## config.mk

```make
export PLATFORM = sky130hd
export DESIGN_NAME = fxp_addsub_scheduler_flat
export DESIGN_NICKNAME = d
export VERILOG_FILES = /design/src/rtl/fxp_addsub_pkg.sv /design/src/rtl/fxp_addsub_scheduler_if.sv /design/src/rtl/fxp_rr_arbiter.sv /design/src/rtl/fxp_addsub_scheduler.sv /design/src/flat_wrapper.sv
export SDC_FILE = /design/constraint.sdc
export NUM_CORES = 1
export LEC_CHECK = 0
export CORE_AREA = 8 8 87 89
export DETAILED_ROUTE_END_ITERATION = 8
export DIE_AREA = 0 0 95 97
export PLACE_DENSITY = 0.79
export SLEW_MARGIN = 20
export SYNTH_ARGS = -nofsm -noshare
export SYNTH_HDL_FRONTEND = slang
export SYNTH_SLANG_ARGS = --single-unit
```

## constraint.sdc

```tcl
create_clock -name clk -period 2.72 [get_ports clk]
set_input_delay 0.544 -clock clk [delete_from_list [all_inputs] [get_ports clk]]
set_output_delay 0.544 -clock clk [all_outputs]
set_load 0.005 [all_outputs]
```

## src/rtl/fxp_addsub_pkg.sv

```systemverilog
// Shared definitions for the fixed-point add/sub scheduler: op encodings,
// stage-B controller state encoding and saturation limit helpers.
package fxp_addsub_pkg;

  localparam logic OP_ADD = 1'b0;
  localparam logic OP_SUB = 1'b1;

  typedef enum logic {
    B_EMPTY = 1'b0,
    B_FULL  = 1'b1
  } b_state_e;

  // Largest value representable in Q(wi.wf), as a raw integer code.
  function automatic int sat_max(int wi, int wf);
    return (1 << (wi + wf - 1)) - 1;
  endfunction

  // Most negative value representable in Q(wi.wf), as a raw integer code.
  function automatic int sat_min(int wi, int wf);
    return -(1 << (wi + wf - 1));
  endfunction

endpackage

```

## src/rtl/fxp_addsub_scheduler_if.sv

```systemverilog
// Request/result bus of the fixed-point add/sub scheduler.
//
// Handshake: on both the request side (per requester) and the result side a
// transfer happens on a rising clk edge where valid && ready are both 1.
// A source keeps valid and its payload stable until the transfer; a request
// may be withdrawn before acceptance, the result port never withdraws.
interface fxp_addsub_scheduler_if #(
  parameter int NREQ = 4,
  parameter int WI   = 4,
  parameter int WF   = 4
);
  localparam int W   = WI + WF;
  localparam int IDW = $clog2(NREQ);

  logic [NREQ-1:0]   req_valid;
  logic [NREQ-1:0]   req_ready;
  logic [NREQ-1:0]   req_op;
  logic [NREQ*W-1:0] req_in1;
  logic [NREQ*W-1:0] req_in2;
  logic              out_valid;
  logic              out_ready;
  logic [IDW-1:0]    out_id;
  logic [W:0]        out_result;
  logic              out_overflow;

  modport master (
    output req_valid, req_op, req_in1, req_in2, out_ready,
    input  req_ready, out_valid, out_id, out_result, out_overflow
  );

  modport slave (
    input  req_valid, req_op, req_in1, req_in2, out_ready,
    output req_ready, out_valid, out_id, out_result, out_overflow
  );
endinterface

```

## src/rtl/fxp_rr_arbiter.sv

```systemverilog
// Round-robin arbiter: searches upward from rr_ptr, grants one requester
// when enabled, and moves the pointer just past the winner.
module fxp_rr_arbiter #(
  parameter int NREQ = 4,
  parameter int IDW  = $clog2(NREQ)
) (
  input  logic            clk,
  input  logic            rst,
  input  logic [NREQ-1:0] req,
  input  logic            en,
  output logic [NREQ-1:0] grant,
  output logic [IDW-1:0]  grant_idx,
  output logic [IDW-1:0]  rr_ptr
);

  logic           found;
  logic [IDW:0]   probe;
  logic [IDW-1:0] idx_c;

  // First requesting index at or after rr_ptr, wrapping modulo NREQ.
  always_comb begin
    grant     = '0;
    grant_idx = '0;
    found     = 1'b0;
    probe     = '0;
    idx_c     = '0;
    for (int k = 0; k < NREQ; k++) begin
      probe = {1'b0, rr_ptr} + (IDW+1)'(k);
      if (probe >= (IDW+1)'(NREQ)) probe = probe - (IDW+1)'(NREQ);
      idx_c = probe[IDW-1:0];
      if (!found && req[idx_c]) begin
        found     = 1'b1;
        grant_idx = idx_c;
      end
    end
    if (en && found) grant[grant_idx] = 1'b1;
  end

  // Pointer advances past the winner on a grant, otherwise holds.
  always_ff @(posedge clk) begin
    if (rst) begin
      rr_ptr <= '0;
    end else if (en && found) begin
      rr_ptr <= (grant_idx == IDW'(NREQ - 1)) ? '0 : grant_idx + 1'b1;
    end
  end

endmodule

```

## src/rtl/fxp_addsub_scheduler.sv

```systemverilog
// Shares one two-stage fixed-point add/sub pipeline among NREQ requesters.
// Stage A holds the granted op/operands/ID, stage B the exact W+1 bit result.
// Optional macro FXP_ADDSUB_SATURATE_EN clamps overflowing results to the
// Q(WI.WF) limits (sign-extended to W+1 bits).
module fxp_addsub_scheduler
  import fxp_addsub_pkg::*;
#(
  parameter int NREQ = 4,
  parameter int WI   = 4,
  parameter int WF   = 4
) (
  input  logic                      clk,
  input  logic                      rst,
  fxp_addsub_scheduler_if.slave     bus,
  output b_state_e                  dbg_state,
  output logic [$clog2(NREQ)-1:0]   dbg_rr_ptr
);

  localparam int W   = WI + WF;
  localparam int IDW = $clog2(NREQ);

`ifdef FXP_ADDSUB_SATURATE_EN
  localparam logic [W:0] SAT_MAX = (W+1)'(sat_max(WI, WF));
  localparam logic [W:0] SAT_MIN = (W+1)'(sat_min(WI, WF));
`endif

  logic            a_valid;
  logic            a_op;
  logic [IDW-1:0]  a_id;
  logic [W-1:0]    a_in1;
  logic [W-1:0]    a_in2;
  b_state_e        b_state;
  logic [IDW-1:0]  b_id;
  logic [W:0]      b_result;
  logic            b_ovf;

  logic            b_adv;
  logic            a_adv;
  logic [NREQ-1:0] grant;
  logic [IDW-1:0]  grant_idx;
  logic            grant_any;
  logic [W:0]      ext1;
  logic [W:0]      ext2;
  logic [W:0]      sum_c;
  logic [W:0]      res_c;
  logic            ovf_c;

  assign bus.out_valid    = (b_state == B_FULL);
  assign bus.out_id       = b_id;
  assign bus.out_result   = b_result;
  assign bus.out_overflow = b_ovf;
  assign dbg_state        = b_state;

  assign b_adv     = !bus.out_valid || bus.out_ready;
  assign a_adv     = !a_valid || b_adv;
  assign grant_any = |grant;
  assign bus.req_ready = grant;

  fxp_rr_arbiter #(.NREQ(NREQ), .IDW(IDW)) u_arb (
    .clk       (clk),
    .rst       (rst),
    .req       (bus.req_valid),
    .en        (a_adv),
    .grant     (grant),
    .grant_idx (grant_idx),
    .rr_ptr    (dbg_rr_ptr)
  );

  // Stage A: capture the winning request whenever the stage can advance.
  always_ff @(posedge clk) begin
    if (rst) begin
      a_valid <= 1'b0;
      a_op    <= OP_ADD;
      a_id    <= '0;
      a_in1   <= '0;
      a_in2   <= '0;
    end else if (a_adv) begin
      a_valid <= grant_any;
      if (grant_any) begin
        a_op  <= bus.req_op[grant_idx];
        a_id  <= grant_idx;
        a_in1 <= bus.req_in1[grant_idx*W +: W];
        a_in2 <= bus.req_in2[grant_idx*W +: W];
      end
    end
  end

  // Exact add/sub on sign-extended operands; one extra bit means no wrap,
  // so negating the most negative operand is still exact.
  always_comb begin
    ext1  = {a_in1[W-1], a_in1};
    ext2  = {a_in2[W-1], a_in2};
    sum_c = (a_op == OP_SUB) ? (ext1 - ext2) : (ext1 + ext2);
    ovf_c = sum_c[W] ^ sum_c[W-1];
    res_c = sum_c;
`ifdef FXP_ADDSUB_SATURATE_EN
    if (ovf_c) res_c = sum_c[W] ? SAT_MIN : SAT_MAX;
`endif
  end

  // Stage B controller and result registers (out_valid is the FULL state).
  always_ff @(posedge clk) begin
    if (rst) begin
      b_state  <= B_EMPTY;
      b_id     <= '0;
      b_result <= '0;
      b_ovf    <= 1'b0;
    end else begin
      case (b_state)
        B_EMPTY: if (a_valid) b_state <= B_FULL;
        B_FULL:  if (bus.out_ready) b_state <= a_valid ? B_FULL : B_EMPTY;
        default: b_state <= B_EMPTY;
      endcase
      if (b_adv && a_valid) begin
        b_id     <= a_id;
        b_result <= res_c;
        b_ovf    <= ovf_c;
      end
    end
  end

endmodule

```

## src/flat_wrapper.sv

```systemverilog
// flat-port wrapper written by rule: the top's interface ports become plain ports
module fxp_addsub_scheduler_flat import fxp_addsub_pkg::*;
#(
  parameter int NREQ = 4,
  parameter int WI   = 4,
  parameter int WF   = 4
)
  (clk, rst, dbg_state, dbg_rr_ptr, bus_req_valid, bus_req_op, bus_req_in1, bus_req_in2, bus_out_ready, bus_req_ready, bus_out_valid, bus_out_id, bus_out_result, bus_out_overflow);
  fxp_addsub_scheduler_if #(.NREQ(NREQ), .WI(WI), .WF(WF)) bus_i ();
  input  logic clk;
  input  logic rst;
  output b_state_e dbg_state;
  output logic [$clog2(NREQ)-1:0] dbg_rr_ptr;
  input wire logic [$bits(bus_i.req_valid)-1:0] bus_req_valid;
  input wire logic [$bits(bus_i.req_op)-1:0] bus_req_op;
  input wire logic [$bits(bus_i.req_in1)-1:0] bus_req_in1;
  input wire logic [$bits(bus_i.req_in2)-1:0] bus_req_in2;
  input wire logic [$bits(bus_i.out_ready)-1:0] bus_out_ready;
  output wire logic [$bits(bus_i.req_ready)-1:0] bus_req_ready;
  output wire logic [$bits(bus_i.out_valid)-1:0] bus_out_valid;
  output wire logic [$bits(bus_i.out_id)-1:0] bus_out_id;
  output wire logic [$bits(bus_i.out_result)-1:0] bus_out_result;
  output wire logic [$bits(bus_i.out_overflow)-1:0] bus_out_overflow;
  assign bus_i.req_valid = bus_req_valid;
  assign bus_i.req_op = bus_req_op;
  assign bus_i.req_in1 = bus_req_in1;
  assign bus_i.req_in2 = bus_req_in2;
  assign bus_i.out_ready = bus_out_ready;
  assign bus_req_ready = bus_i.req_ready;
  assign bus_out_valid = bus_i.out_valid;
  assign bus_out_id = bus_i.out_id;
  assign bus_out_result = bus_i.out_result;
  assign bus_out_overflow = bus_i.out_overflow;
  fxp_addsub_scheduler #(.NREQ(NREQ), .WI(WI), .WF(WF)) u_core (.clk(clk), .rst(rst), .bus(bus_i), .dbg_state(dbg_state), .dbg_rr_ptr(dbg_rr_ptr));
endmodule
```

**Run 1: cells colored by class**

Fill, decap, tap and diode cells in gray.
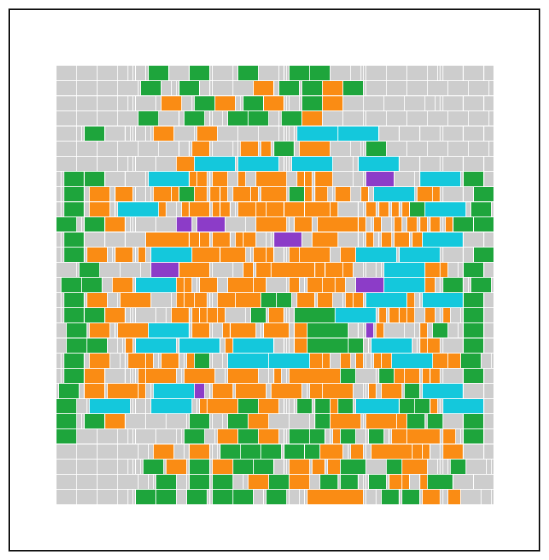
color	class	cells
green	remaining buffers and delay cells	122
orange	combinational and other logic	217
purple	clock drivers and dummy loads	8
cyan	sequential cells	35

**Run 1: placement view**

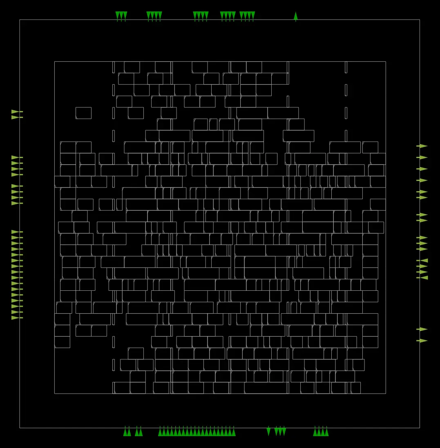
Filler cells: 535
well tap count: 77

==> results_dict.tcl, run 1 <==
# collected from the flow reports
set metrics [dict create \
    path_class "reg2reg" \
    worstHoldEndpoint "u_core.bus.out_id[1]$_SDFFE_PP0P_" \
    cts_made_buffers 5 \
    core_um2 6200 \
    hp-start "u_core.bus.out_id[1]$_SDFFE_PP0P_" \
    non_clock_buffer_area_share_pct 31.5 \
    clockPowerShare_pct 11.3 \
    clkbuf_count 6 \
    via_per_inst 5.07 \
    hold_class "reg2reg" \
    yosysSeqAreaShare_pct 29.1 \
    fin_crit_sh_pct 96.8 \
    skew_ns 0.00756 \
    seq_share_pct 18.6 \
    status "complete, no violations" \
    place_ws_ns -0.350 \
    ff2ff_path_depth 10 \
    insertion_delay_ns 0.28 \
    lay_top_cells "clkdlybuf4s50_1 (86), nand2_1 (36), mux2i_1 (36), dfxtp_1 (34), buf_4 (25)" \
    peakVddDrop_uv 520 \
    worstMarginPinSlew_ns 0.375 \
    p_switching_w 0.00129 \
    p_per_area_nw_per_um2 848 \
    ys_sh_adder_pct 7.59 \
    ys_sh_mux_pct 15.4 \
    synth.top_cell.area_share_pct 29.1 \
    synth_flops 35 \
    clock-sinks 35 \
    maxSlewHeadroom_pct 75.0 \
    num_vias 2328 \
    lay_top_count "clkdlybuf4s50_1" \
    hold_buffers 0 \
    r2r_end "u_core.bus.out_overflow$_SDFFE_PP0P_" \
    p_sw_share_pct 40.2 \
    cts_tree "built" \
    route.met2.wl_um 3380 \
    root_buffer "clkbuf_8" \
    cts_resized 16 \
    synth.area.top_cells "dfxtp_1 (29%), mux2i_1 (15%), ha_1 (6.8%)" \
    rsz0062_at_grt "true" \
    seqCellArea_um2 702 \
    start_kind "flop" \
    synthFlopType "dfxtp_1" \
]
**Run 1: pin map**

Pins as bars across the die edge, other pins in gray.
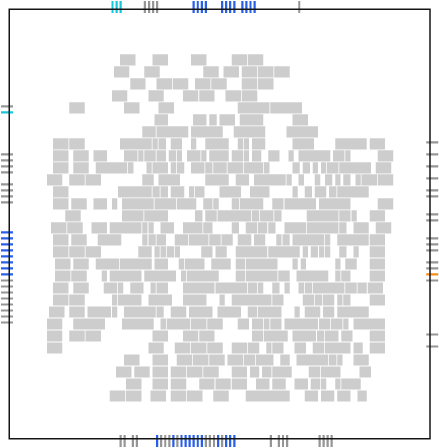
color	port	pins	direction	edge
blue	bus_req_in1	32	input	12 north, 12 south, 8 west
cyan	bus_req_op	4	input	3 north, 1 west
orange	dbg_state	1	output	east

**Run 1: clock network drawn from the DEF**

Bar = 20 µm.
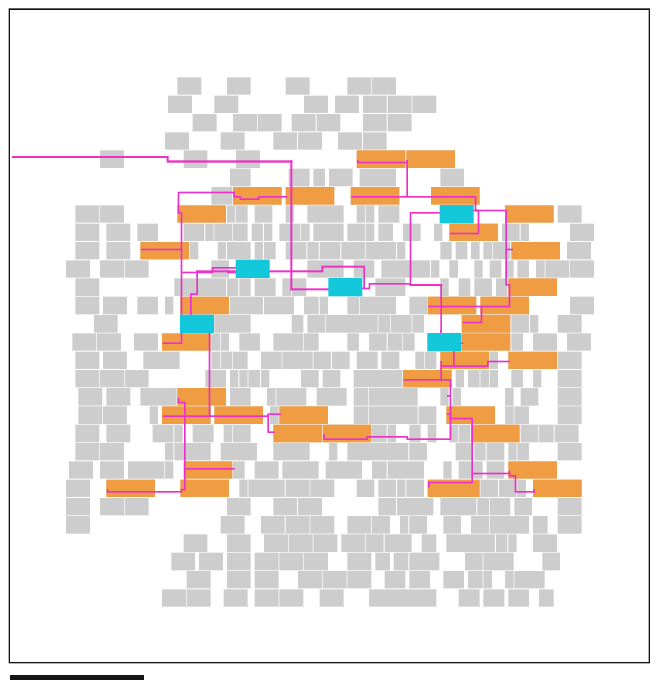

==> run 2, diff against run 1 <==
Settings changed: CORE_AREA 8 8 87 89 to 2 2 81 83, DIE_AREA 0 0 95 97 to 0 0 83 85.
**Run 2: clock network drawn from the DEF**

Bar = 20 µm.
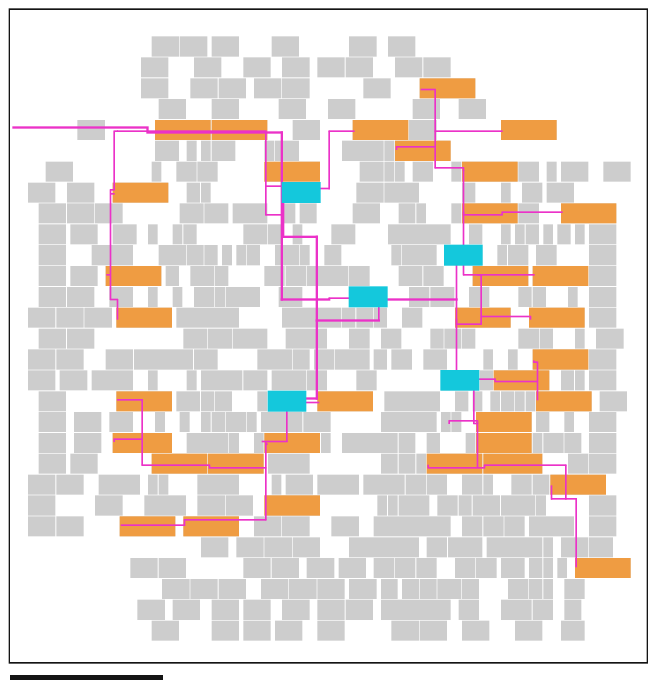
[orange] flip-flops | count: 35
[cyan] clock drivers | count: 5
[magenta] clock wires | length: 450 µm
routed clock nets	6

**Run 2: signal wires by layer**

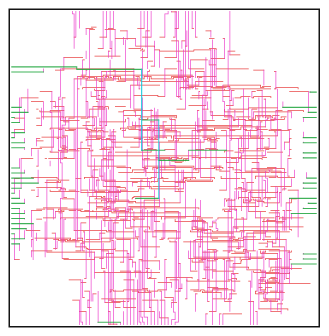
color	layer	wire length
magenta	metal 2	3,230 µm
green	metal 3	230 µm
red	metal 1	2,650 µm
cyan	metal 4	42.8 µm

==> results_dict.tcl, run 2 <==
# collected from the flow reports
set metrics [dict create \
    num_vias 2381 \
    cts_tree "built" \
    peakVddDrop_uv 488 \
    lay_top_cells "clkdlybuf4s50_1 (89), nand2_1 (36), mux2i_1 (36), dfxtp_1 (33), buf_4 (31)" \
    synth_flops 35 \
    worstMarginPinSlew_ns 0.383 \
    power_frac_comb_pct 65.8 \
    fillers 542 \
    r2r_end "u_core.bus.out_overflow$_SDFFE_PP0P_" \
    synthFlopType "dfxtp_1" \
    core_um2 6200 \
    yosysSeqAreaShare_pct 29.1 \
    hold_buffers 0 \
    yosys_area_um2 2410 \
    place_ws_ns -0.348 \
    insertion_delay_ns 0.28 \
    synth.area.top_cells "dfxtp_1 (29%), mux2i_1 (15%), ha_1 (6.8%)" \
    rr_startpoint "u_core.a_in2[1]$_SDFFE_PP0P_" \
    clockPowerShare_pct 10.7 \
    route.met2.wl_um 3230 \
    cts_resized 17 \
    p_per_area_nw_per_um2 869 \
    clock-sinks 35 \
    cts_made_buffers 5 \
    lay_top_count "clkdlybuf4s50_1" \
    fin_nets 476 \
    start_kind "input pin" \
    clkbuf_count 7 \
    status "complete, no violations" \
    ys_sh_mux_pct 15.4 \
    p_switching_w 0.00130 \
    fin_crit_sh_pct 96.4 \
    num_tap_cells 77 \
    p_sw_share_pct 39.1 \
    path_class "in2out" \
    hp-start "u_core.bus.out_result[5]$_SDFFE_PP0P_" \
    worstHoldEndpoint "u_core.bus.out_result[5]$_SDFFE_PP0P_" \
    seqCellArea_um2 703 \
]
**Run 2: placement view**

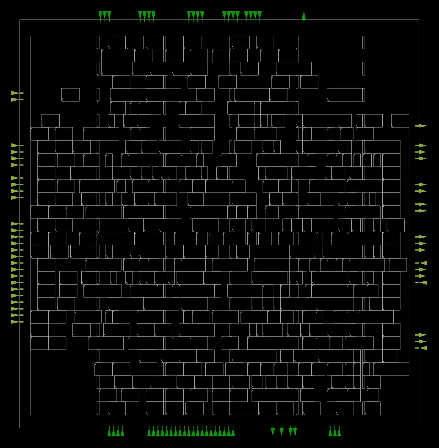

==> run 3, diff against run 2 <==
Settings changed: MAX_ROUTING_LAYER from default to met4.
**Run 3: placement view**

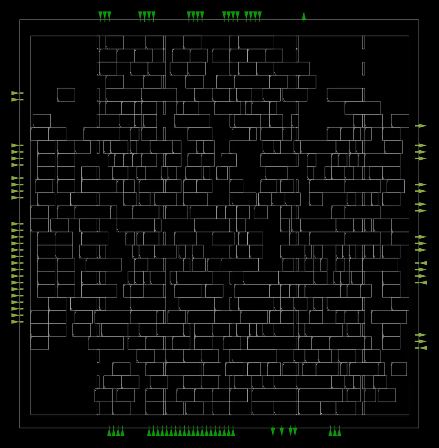
core area: 6200 µm²
Filler cells: 547
post-route insts no fill: 466
Row Count: 29
final core utilization: 62.0%

==> results_dict.tcl, run 3 <==
# collected from the flow reports
set metrics [dict create \
    hold_buffers 0 \
    yosys_area_um2 2410 \
    p_sw_share_pct 39.5 \
    start_kind "flop" \
    num_vias 2397 \
    worstMarginPinSlew_ns 0.389 \
    seqCellArea_um2 702 \
    p_per_area_nw_per_um2 865 \
    synth.area.top_cells "dfxtp_1 (29%), mux2i_1 (15%), ha_1 (6.8%)" \
    cts_tree "built" \
    place_ws_ns -0.339 \
    clkbuf_count 6 \
    yosysSeqAreaShare_pct 29.1 \
    p_switching_w 0.00131 \
    status "complete, no violations" \
    route.met2.wl_um 3260 \
    cts_made_buffers 5 \
    ys_sh_mux_pct 15.4 \
    cts_resized 15 \
    lay_top_count "clkdlybuf4s50_1" \
    clock-sinks 35 \
    path_class "reg2reg" \
]
**Run 3: pin map**

Pins as bars across the die edge, other pins in gray.
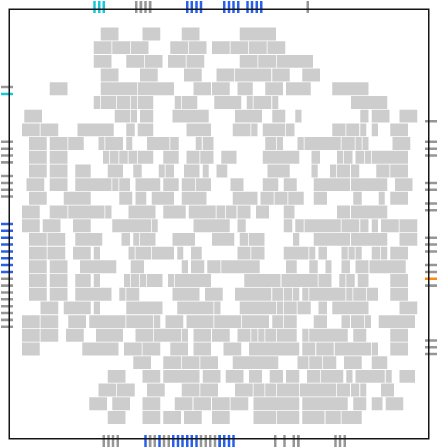
color	port	pins	direction	edge
cyan	bus_req_op	4	input	3 north, 1 west
orange	dbg_state	1	output	east
blue	bus_req_in1	32	input	12 north, 12 south, 8 west
all pins by edge	31 south, 26 west, 20 north, 18 east

